`src/rtl/dmem_responder_if.sv`:
```
// MEM-stage data-memory bus between the pipeline datapath and the responder.
interface dmem_responder_if #(
    parameter int WIDTH = 32
);
    logic             MemReadM;
    logic             MemWriteM;
    logic [WIDTH-1:0] ALUResultM;
    logic [WIDTH-1:0] WriteDataM;
    logic [WIDTH-1:0] ReadDataM;
    logic             MemStallM;
    logic             MemErrM;
    logic             MemDoneM;

    modport master (
        output MemReadM, MemWriteM, ALUResultM, WriteDataM,
        input  ReadDataM, MemStallM, MemErrM, MemDoneM
    );

    modport slave (
        input  MemReadM, MemWriteM, ALUResultM, WriteDataM,
        output ReadDataM, MemStallM, MemErrM, MemDoneM
    );
endinterface

```
`src/rtl/dmem_responder.sv`:
```
// Configurable-latency word memory behind the MEM stage. Each access is
// accepted in IDLE, waits LATENCY cycles in WAIT, and completes in RESP.
module dmem_responder #(
    parameter int DEPTH   = 64,
    parameter int LATENCY = 2,
    parameter int WIDTH   = 32
) (
    input logic            clk,
    input logic            reset,
    dmem_responder_if.slave bus
);
    localparam logic [1:0] IDLE = 2'd0;
    localparam logic [1:0] WAIT = 2'd1;
    localparam logic [1:0] RESP = 2'd2;

    localparam int               IDXW     = (DEPTH > 1) ? $clog2(DEPTH) : 1;
    localparam logic [WIDTH-3:0] depthLim = (WIDTH-2)'(DEPTH);
    localparam logic [3:0]       latInit  = 4'(LATENCY);

    generate
        if (LATENCY < 0 || LATENCY > 15) begin : gLatencyCheck
            $error("dmem_responder: LATENCY must be within 0..15");
        end
    endgenerate

    logic [1:0]       state;
    logic [3:0]       cnt;
    logic [WIDTH-1:0] addr;
    logic [WIDTH-1:0] wdata;
    logic             we;
    logic             re;
    logic [WIDTH-1:0] mem [DEPTH];

    logic            req;
    logic            err;
    logic [IDXW-1:0] idx;

    assign req = bus.MemReadM | bus.MemWriteM;
    assign err = (addr[1:0] != 2'b00) || (addr[WIDTH-1:2] >= depthLim);
    assign idx = addr[IDXW+1:2];

    // Access sequencer: latch the request in IDLE, count wait states, respond.
    always_ff @(posedge clk) begin
        if (reset) begin
            state <= IDLE;
            cnt   <= '0;
            addr  <= '0;
            wdata <= '0;
            we    <= 1'b0;
            re    <= 1'b0;
        end else begin
            case (state)
                IDLE: begin
                    if (req) begin
                        addr  <= bus.ALUResultM;
                        wdata <= bus.WriteDataM;
                        we    <= bus.MemWriteM;
                        re    <= bus.MemReadM;
                        cnt   <= latInit;
                        state <= (LATENCY > 0) ? WAIT : RESP;
                    end
                end
                WAIT: begin
                    cnt <= cnt - 4'd1;
                    if (cnt == 4'd1) begin
                        state <= RESP;
                    end
                end
                RESP:    state <= IDLE;
                default: state <= IDLE;
            endcase
        end
    end

    // Store commit at the end of RESP; a coincident reset drops the store.
    always_ff @(posedge clk) begin
        if (!reset && state == RESP && we && !err) begin
            mem[idx] <= wdata;
        end
    end

    // Handshake outputs; a combined load+store behaves as a store, so no read data.
    always_comb begin
        bus.MemStallM = (state == IDLE && req) || (state == WAIT);
        bus.MemDoneM  = (state == RESP);
        bus.MemErrM   = (state == RESP) && err;
        bus.ReadDataM = (state == RESP && re && !we && !err) ? mem[idx] : '0;
    end
endmodule
```
`src/flat_wrapper.sv`:
```
// flat-port wrapper written by rule: the top's interface ports become plain ports
module dmem_responder_flat 
#(
    parameter int DEPTH   = 64,
    parameter int LATENCY = 2,
    parameter int WIDTH   = 32
)
  (clk, reset, bus_MemReadM, bus_MemWriteM, bus_ALUResultM, bus_WriteDataM, bus_ReadDataM, bus_MemStallM, bus_MemErrM, bus_MemDoneM);
  dmem_responder_if #(.WIDTH(WIDTH)) bus_i ();
  input logic clk;
  input logic reset;
  input wire logic [$bits(bus_i.MemReadM)-1:0] bus_MemReadM;
  input wire logic [$bits(bus_i.MemWriteM)-1:0] bus_MemWriteM;
  input wire logic [$bits(bus_i.ALUResultM)-1:0] bus_ALUResultM;
  input wire logic [$bits(bus_i.WriteDataM)-1:0] bus_WriteDataM;
  output wire logic [$bits(bus_i.ReadDataM)-1:0] bus_ReadDataM;
  output wire logic [$bits(bus_i.MemStallM)-1:0] bus_MemStallM;
  output wire logic [$bits(bus_i.MemErrM)-1:0] bus_MemErrM;
  output wire logic [$bits(bus_i.MemDoneM)-1:0] bus_MemDoneM;
  assign bus_i.MemReadM = bus_MemReadM;
  assign bus_i.MemWriteM = bus_MemWriteM;
  assign bus_i.ALUResultM = bus_ALUResultM;
  assign bus_i.WriteDataM = bus_WriteDataM;
  assign bus_ReadDataM = bus_i.ReadDataM;
  assign bus_MemStallM = bus_i.MemStallM;
  assign bus_MemErrM = bus_i.MemErrM;
  assign bus_MemDoneM = bus_i.MemDoneM;
  dmem_responder #(.DEPTH(DEPTH), .LATENCY(LATENCY), .WIDTH(WIDTH)) u_core (.clk(clk), .reset(reset), .bus(bus_i));
endmodule
```
`config.mk`:
```
export PLATFORM = sky130hd
export DESIGN_NAME = dmem_responder_flat
export DESIGN_NICKNAME = d
export VERILOG_FILES = /design/src/rtl/dmem_responder_if.sv /design/src/rtl/dmem_responder.sv /design/src/flat_wrapper.sv
export SDC_FILE = /design/constraint.sdc
export NUM_CORES = 2
export LEC_CHECK = 0
export CAP_MARGIN = 20
export CELL_PAD_IN_SITES_DETAIL_PLACEMENT = 1
export CELL_PAD_IN_SITES_GLOBAL_PLACEMENT = 2
export CORE_ASPECT_RATIO = 0.5
export CORE_MARGIN = 3
export CORE_UTILIZATION = 30
export CTS_BUF_LIST = sky130_fd_sc_hd__clkbuf_8
export CTS_CLUSTER_DIAMETER = 200
export DETAILED_ROUTE_END_ITERATION = 8
export GPL_ROUTABILITY_DRIVEN = 1
export HOLD_SLACK_MARGIN = 0.15
export PLACE_DENSITY = 0.62
export SLEW_MARGIN = 20
export SYNTH_ARGS = -nofsm -noshare
export SYNTH_HDL_FRONTEND = slang
export SYNTH_SLANG_ARGS = --single-unit
export TNS_END_PERCENT = 20
```
`constraint.sdc`:
```
create_clock -name clk -period 3.89 [get_ports clk]
set_input_delay 1.167 -clock clk [delete_from_list [all_inputs] [get_ports clk]]
set_output_delay 1.167 -clock clk [all_outputs]
set_load 0.005 [all_outputs]
```
Metal 1:
Bar = 200 µm. Supply wires on this layer in gray.
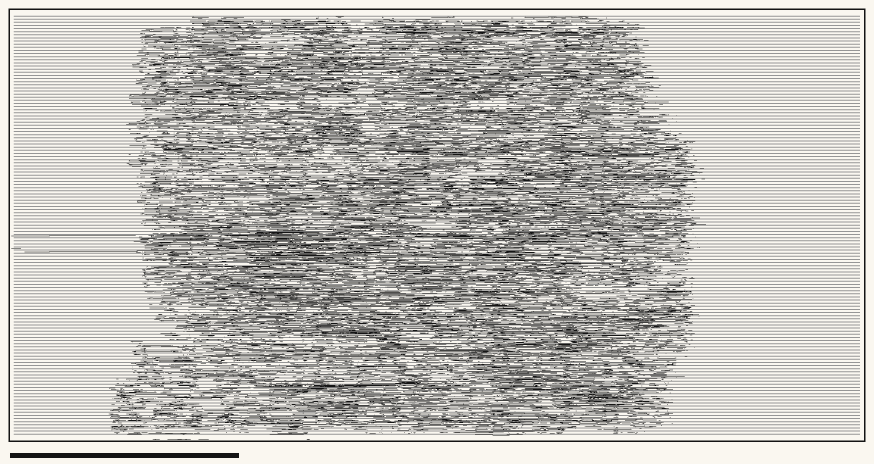
longest straight run = 130 µm
main direction = horizontal
share of all routed wire = 43%
nets with wire on the layer = 4675
wire length on this layer = 112 mm

Met2 routing:
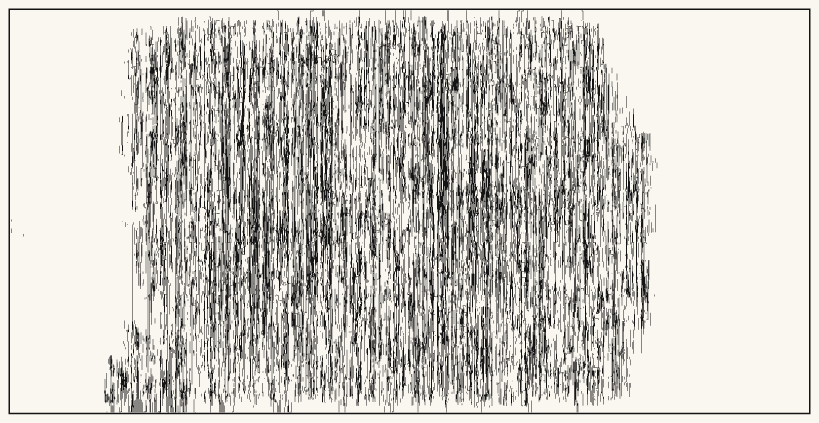
longest straight run = 182 µm
wire length on this layer = 122 mm
main direction = vertical
DRT Wirelength: 262600 µm
grt met2 use: 28.75%
routed vias: 44864

The metal 3 layer:
Bar = 200 µm. Cells faint in the background.
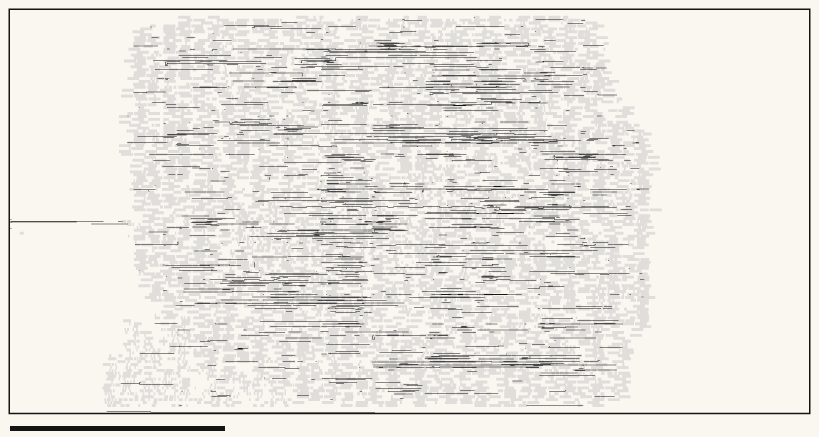
share of all routed wire = 8.1%
wire length on this layer = 21.2 mm
longest straight run = 209 µm
met3 usage: 4.046%

==> impl_metrics.py <==
# Synthesis and PnR figures
metrics = {
    "floorplanning": {
        "die_h_um": 375.3,
        "dieArea_um2": 279400,
        "taps": 3604,
    },
    "pwr": {
        "p_seq_mw": 25.6,
    },
    "finish": {
        "largest_reg_flops": 2048,
        "nNonClkInverters": 13,
        "lay_top_count": "edfxtp_1",
        "lay_top_cells": "edfxtp_1 (2048), mux4_2 (468), buf_4 (452), clkbuf_8 (348), nand2_1 (176)",
        "combGateArea_um2": 18980,
        "regMostFlops": "u_core.mem",
    },
    "outcome": {
        "status": "finished, violations left",
        "violations": "setup timing",
    },
    "logic_synthesis": {
        "ys_types": 73,
        "yosys_cells": 3845,
        "ys_seq_share_pct": 77.08,
    },
    "timing": {
        "setup_viol": 32,
        "worstMarginPinSlew_ns": 1.168,
        "fin_ws_ns": -0.8488,
        "fmax_mhz": 211.0,
    },
    "clock_network": {
        "insertion_delay_ns": 0.95,
        "cts_buffers": 338,
    },
    "detailed_routing": {
        "initialDrtViolationCount": 5288,
    },
    "global_routing": {
        "grtUsageTotal_pct": 18.34,
        "grt_busiest_layer": "met2",
    },
    "setup_path": {
        "max_stage_delay_ns": 0.55,
        "critPathBufInv": 5,
        "slowest_stage": "mux4_2",
        "rr_startpoint": "u_core.addr[31]",
        "reg2reg_depth": 10,
    },
    "placement": {
        "dpl-instance-area_um2": 92200,
    },
}
Power figures rest on the tool's default switching activity, not on a simulated workload.
